### src/rtl/period_decode_pwm4_if.sv
// Settings and status bundle between the Nios II PIO exports and the
// four-channel PWM block. The master drives period/duty words and restart;
// the slave (PWM block) returns the waveforms, wrap ticks and active flags.
interface period_decode_pwm4_if #(parameter int WIDTH = 28);
  logic [WIDTH-1:0] period1, period2, period3, period4;
  logic [WIDTH-1:0] decode1, decode2, decode3, decode4;
  logic             restart;
  logic [3:0]       pwm_out;
  logic [3:0]       tick;
  logic [3:0]       active;

  modport master (
    output period1, period2, period3, period4,
    output decode1, decode2, decode3, decode4,
    output restart,
    input  pwm_out, tick, active
  );

  modport slave (
    input  period1, period2, period3, period4,
    input  decode1, decode2, decode3, decode4,
    input  restart,
    output pwm_out, tick, active
  );
endinterface

### src/rtl/period_decode_pwm4.sv
// Four independent double-buffered PWM channels. Each channel latches its
// period/duty words only at its own period boundary (or on restart), so a
// software write never tears a period in progress.

// One PWM channel: counter, shadow period/duty, registered compare outputs.
module pwm_lane #(parameter int WIDTH = 28) (
  input  logic             clk,
  input  logic             rst,
  input  logic             restart,
  input  logic [WIDTH-1:0] period,
  input  logic [WIDTH-1:0] decode,
  output logic             pwm,
  output logic             tick,
  output logic             active
);
  logic [WIDTH-1:0] cnt, per_sh, dec_sh;
  logic             enabled, at_wrap, load;

  // per_sh-1 wraps to all-ones when per_sh==0; that case is caught by
  // 'enabled' before at_wrap is ever used.
  assign enabled = (per_sh != '0);
  assign at_wrap = (cnt == per_sh - WIDTH'(1));
  assign load    = !enabled || at_wrap || restart;
  assign active  = enabled;

  // Counter and shadow registers: reload at the boundary, count otherwise.
  always_ff @(posedge clk) begin
    if (rst) begin
      cnt    <= '0;
      per_sh <= '0;
      dec_sh <= '0;
    end else if (load) begin
      cnt    <= '0;
      per_sh <= period;
      dec_sh <= decode;
    end else begin
      cnt    <= cnt + WIDTH'(1);
    end
  end

  // Registered compare: outputs lag the counter state by one clock.
  always_ff @(posedge clk) begin
    if (rst) begin
      pwm  <= 1'b0;
      tick <= 1'b0;
    end else begin
      pwm  <= enabled && (cnt < dec_sh) && !restart;
      tick <= enabled && at_wrap && !restart;
    end
  end
endmodule

module period_decode_pwm4 #(parameter int WIDTH = 28) (
  input  logic                 clk_clk,
  input  logic                 reset_reset,
  period_decode_pwm4_if.slave  bus
);
  localparam int NUM_LANES = 4;

  logic [NUM_LANES-1:0][WIDTH-1:0] per_in, dec_in;
  logic [NUM_LANES-1:0]            pwm_w, tick_w, act_w;

  assign per_in = {bus.period4, bus.period3, bus.period2, bus.period1};
  assign dec_in = {bus.decode4, bus.decode3, bus.decode2, bus.decode1};

  assign bus.pwm_out = pwm_w;
  assign bus.tick    = tick_w;
  assign bus.active  = act_w;

  for (genvar i = 0; i < NUM_LANES; i++) begin : g_lane
    pwm_lane #(.WIDTH(WIDTH)) u_lane (
      .clk     (clk_clk),
      .rst     (reset_reset),
      .restart (bus.restart),
      .period  (per_in[i]),
      .decode  (dec_in[i]),
      .pwm     (pwm_w[i]),
      .tick    (tick_w[i]),
      .active  (act_w[i])
    );
  end
endmodule

### src/flat_wrapper.sv
// flat-port wrapper written by rule: the top's interface ports become plain ports
module period_decode_pwm4_flat 
#(parameter int WIDTH = 28)
  (clk_clk, reset_reset, bus_period1, bus_period2, bus_period3, bus_period4, bus_decode1, bus_decode2, bus_decode3, bus_decode4, bus_restart, bus_pwm_out, bus_tick, bus_active);
  period_decode_pwm4_if #(.WIDTH(WIDTH)) bus_i ();
  input  logic clk_clk;
  input  logic reset_reset;
  input wire logic [$bits(bus_i.period1)-1:0] bus_period1;
  input wire logic [$bits(bus_i.period2)-1:0] bus_period2;
  input wire logic [$bits(bus_i.period3)-1:0] bus_period3;
  input wire logic [$bits(bus_i.period4)-1:0] bus_period4;
  input wire logic [$bits(bus_i.decode1)-1:0] bus_decode1;
  input wire logic [$bits(bus_i.decode2)-1:0] bus_decode2;
  input wire logic [$bits(bus_i.decode3)-1:0] bus_decode3;
  input wire logic [$bits(bus_i.decode4)-1:0] bus_decode4;
  input wire logic [$bits(bus_i.restart)-1:0] bus_restart;
  output wire logic [$bits(bus_i.pwm_out)-1:0] bus_pwm_out;
  output wire logic [$bits(bus_i.tick)-1:0] bus_tick;
  output wire logic [$bits(bus_i.active)-1:0] bus_active;
  assign bus_i.period1 = bus_period1;
  assign bus_i.period2 = bus_period2;
  assign bus_i.period3 = bus_period3;
  assign bus_i.period4 = bus_period4;
  assign bus_i.decode1 = bus_decode1;
  assign bus_i.decode2 = bus_decode2;
  assign bus_i.decode3 = bus_decode3;
  assign bus_i.decode4 = bus_decode4;
  assign bus_i.restart = bus_restart;
  assign bus_pwm_out = bus_i.pwm_out;
  assign bus_tick = bus_i.tick;
  assign bus_active = bus_i.active;
  period_decode_pwm4 #(.WIDTH(WIDTH)) u_core (.clk_clk(clk_clk), .reset_reset(reset_reset), .bus(bus_i));
endmodule
### config.mk
export PLATFORM = sky130hd
export DESIGN_NAME = period_decode_pwm4_flat
export DESIGN_NICKNAME = d
export VERILOG_FILES = /design/src/rtl/period_decode_pwm4_if.sv /design/src/rtl/period_decode_pwm4.sv /design/src/flat_wrapper.sv
export SDC_FILE = /design/constraint.sdc
export NUM_CORES = 1
export LEC_CHECK = 0
export CORE_UTILIZATION = 59
export CTS_CLUSTER_DIAMETER = 60
export CTS_CLUSTER_SIZE = 28
export DETAILED_ROUTE_END_ITERATION = 16
export HOLD_SLACK_MARGIN = 0.12
export PLACE_DENSITY_LB_ADDON = 0.12
export REMOVE_ABC_BUFFERS = 1
export SYNTH_ARGS = -nofsm -noshare
export SYNTH_HDL_FRONTEND = slang
export SYNTH_SLANG_ARGS = --single-unit
### constraint.sdc
create_clock -name clk_clk -period 4.65 [get_ports clk_clk]
set_input_delay 0.465 -clock clk_clk [delete_from_list [all_inputs] [get_ports clk_clk]]
set_output_delay 0.465 -clock clk_clk [all_outputs]
set_load 0.05 [all_outputs]
Metal 4:
Scale bar: 50 µm. Supply wires on this layer in gray.
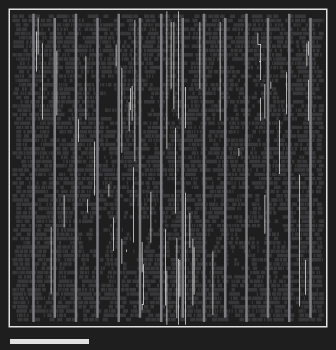
main direction = vertical
share of all routed wire = 2.9%
nets with wire on the layer = 40

==> Slide: Implementation Results <==
Flow Results at a Glance

Clocking
  – Post_cts resized: 0
  – CTS tree: built
  – Num CTS Buffers: 29
  – CTS H-tree depth: 1
  – Clock-pin slew on the worst setup and hold paths: 0.09 ns
  – Root Buffer: clkbuf_16
  – CTS Sinks: 344
  – Clk buf depth: 3
  – Post-CTS Hold Fix Bufs: 0
  – Postcts setup bufs: 0

Final layout
  – Final instance area: roughly 0.027 mm²
  – Core Util, Final: between 60 and 70%
  – Final nets: 3347
  – Area grow syn2layout: 14.6%
  – Fill count: 3279
  – Fraction of layout cells with a size suffix above 1: 3.80%
  – Most frequent logic cell in the layout: nand2_1
  – Top Layout Cells: 358 x nand2_1, 344 x dfxtp_1, 237 x clkdlybuf4s50_1

Global routing
  – Largest net degree at the start of global routing: around 130
  – Met3 Use GR: 3.26%
  – First-pass GRT wire length: 104000 µm
  – Antenna violations before repair: 5
  – Most Used Layer, Global Route: met2
  – Vias in the first global route: 20901
  – Met1 usage in global routing: 40.9%
  – GRT Util Overall: between 30% and 40%
  – Met2 Use GR: 50.7%
  – Grt total ovfl: 0

Hold path
  – Min-delay src: bus_period4[4]
  – Worst Hold Class: input port to flip-flop
  – Hold Path Cell Cnt: 3

Critical path
  – WS Path Type: flip-flop to flip-flop
  – Critical path required time: 5.13 ns
  – Delay-heaviest family, CP: simple AND/OR/NAND/NOR gates
  – CP bufs+invs: 1
  – CP startpoint: u_core.g_lane[0].u_lane.per_sh[2]$_SDFFE_PP0P_
  – R2R cell count: 9
  – Reg2Reg Capture Point: u_core.g_lane[0].u_lane.per_sh[5]$_SDFFE_PP0P_
  – CP peak stage delay: 0.98 ns
  – Crit path depth: 9
  – Worst reg2reg setup slack: about 0.74 ns
  – Reg-to-Reg Start: u_core.g_lane[0].u_lane.per_sh[2]$_SDFFE_PP0P_
  – Setup crit end kind: flip-flop
  – Crit path max fanout: 38
  – WP data arrival: 4.38 ns
  – CP Cell Sequence: nor4_1, nand2_1, nor2_1, xnor2_1, nand4_1, nor4_4, buf_4, mux2i_1, nand2_1
  – Critical Path End: u_core.g_lane[0].u_lane.per_sh[5]$_SDFFE_PP0P_
  – CP max stage cell: nor4_1
  – Setup crit start kind: flip-flop
  – CP dominant cell by count: nand2_1

Place
  – I/O Buffers: 238
  – Post-DP Area: 0.0258 mm²
  – RePlAce Congestion: 0.921
  – Hpwl dp: around 45000 µm

Yosys
  – Yosys cell types: 76
  – Yosys cell count: 2923
  – Most common reg cell: dfxtp_1
  – Syn Std Cell Area: approximately 0.023 mm²
  – Seq/Total Area, Yosys: 29.4%
  – Asr flop ratio synth: 0%
  – Post-synth EDFFs: 0
  – Post-Synthesis Cells: between 2000 and 3000
  – Ys flops: 344
  – Syn avg cell area: around 8.0 µm²
  – YS warnings: 0
  – Yosys Chip Area: 0.0234 mm²

Die
  – Total I/O pin count: 239
  – FP Util: 60.2%
  – Core ar.: around 0.039 mm²
  – Die ar.: 0.0405 mm²
  – Die height: 201 µm
  – Site Rows: 72
  – Width of the chip: 201 µm

Timing
  – Setup_tns: 0 ns
  – Final setup viols: 0
  – Max_slew headroom: between 20% and 30%
  – Worst Tran Pin Value: 1.12 ns
  – Unrepaired setup endpoints after global routing: false
  – FMAX: 0.256 GHz
  – Fin. max-slew vios: 0
  – Fin crit period: a little under 4 ns
  – Final hold viol count: 0
  – Cycle use final: about 84%

Pwr
  – Total power: between 7000 and 8000 µW
  – Clk pwr share: 36.2%
  – Pwr dens: 277 mW/mm²
  – Flop pwr share: 43.3%
  – Logic pwr share: 20.5%
  – Peak VDD IR: a little over 0.0003 V
  – Lkg Pwr: 0.0103 µW
  – Switching power: approximately 2400 µW
  – Int Pwr: slightly above 5000 µW
  – Sw frac: 31.6%

Route
  – DRC: 0
  – TritonRoute pass-1 iters: 5
  – Routed wire length per instance: 17.8 µm
  – Initial DRC Count: around 1500
  – Vias per std cell: 6.16
  – DR vias: between 20000 and 25000
  – Routed WL: between 60000 and 70000 µm
  – Post-DRT Antenna Nets: 0

Flow run
  – Maxcap violations: 0
  – Tool Warnings: 38

Status
  – Status: completed
Clock routing:
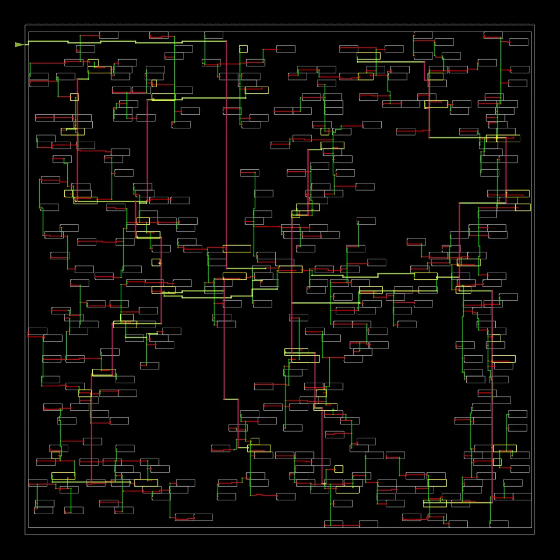
Clock group: 2690 µW
flop count: 344
Insertion Delay late pin: 0.61 ns
skew final: 0.0379 ns

## registers in the layout (all words and copies together) (netlist names)
signal                       cells
u_core.g_lane.u_lane.cnt       112
u_core.g_lane.u_lane.pwm         4
u_core.g_lane.u_lane.dec_sh    112
u_core.g_lane.u_lane.tick        4
u_core.g_lane.u_lane.per_sh    112
## power groups by stage
stage	Clock, µW	Sequential, µW	Combinational, µW
final	2690	3220	1530
after global routing	2840	3240	1680
after CTS	2730	3220	1510
after detailed placement	0	3290	1500
after global placement	0	3280	1470
after floorplan	0	3250	962
## worst register-to-register path, stage by stage, from the launching register on
cell and delay, ns:
dfxtp_1 0.40, nor4_1 0.98, nand2_1 0.38, nor2_1 0.37, xnor2_1 0.16, nand4_1 0.19, nor4_4 0.30, buf_4 0.59
mux2i_1 0.33, nand2_1 0.07
## metal layers
layer	routed length, µm	up-vias	share of wire [%]
met5	0	-	0
met4	1850	0	2.9
met3	3130	123	5.0
met2	29200	625	46
met1	28900	10394	46
li1	-	10690	-
## synth_stat cells (21+ instances only)
master    count  area share, %
a21o_1       55            1.8
a21oi_1     147            3.1
a32oi_1     114            4.3
buf_2        28           0.60
buf_4        21           0.67
clkbuf_1    157            2.5
dfxtp_1     344             29
ha_1        120            6.4
inv_1       137            2.2
mux2i_1     175            7.5
nand2_1     359            5.8
nand3_1      69            1.5
nand4_1      58            1.5
nor2_1      153            2.5
nor3_1      154            3.3
nor3b_1     114            3.7
nor4_1       53            1.4
o21ai_0      79            1.7
or3_1        50            1.3
or3b_1       27            1.0
or4_1        23           0.74
xnor2_1     119            4.5
xor2_1      117            4.4
## worst min-delay path by stage
stage / end / slack (ns)
6_report: u_core.g_lane[3].u_lane.per_sh[4]$_SDFFE_PP0P_ / 0.40
5_1_grt: u_core.g_lane[3].u_lane.per_sh[24]$_SDFFE_PP0P_ / 0.40
4_1_cts: u_core.g_lane[3].u_lane.per_sh[6]$_SDFFE_PP0P_ / 0.37
3_5_place_dp: u_core.g_lane[3].u_lane.dec_sh[20]$_SDFFE_PP0P_ / 0.45
3_3_place_gp: u_core.g_lane[3].u_lane.dec_sh[26]$_SDFFE_PP0P_ / 0.45
2_1_floorplan: u_core.g_lane[3].u_lane.dec_sh[10]$_SDFFE_PP0P_ / 0.44
## logic make-up (layout without fill, tap and decap cells)
family	Yosys count	after routing	synth area share [%]
simple gates	1170	1170	26.3
flops	344	344	29.4
buf+inv	359	459	6.50
xor+xnor	237	237	8.92
mux	176	176	7.53
fa+ha+maj	120	120	6.41
compound gates	517	517	15.0
other cells	0	5	0
## per-stage QoR
step | setup slack [ns] | std cells | hold WS [ns]
floorplan | -3.27 | 2702 | 0.438
global placement | 0.896 | 3487 | 0.447
detailed placement | 0.850 | 3487 | 0.454
CTS | 0.752 | 3541 | 0.369
global route | 0.322 | 3545 | 0.400
finish | 0.743 | 3546 | 0.400
## area by class of cell
cell class                 instances  area, µm²  share of cell area (%)
tap                              518        648                    2.41
sequential                       344       6890                    25.7
antenna                            5       12.5                  0.0466
timing repair buffer             267       2670                    9.93
clock buffer                      32        767                    2.86
multi-input combinational       2220      15100                    56.1
clock inverter                    22        280                    1.04
inverter                         138        526                    1.96
Power and IR drop assume default switching activity.
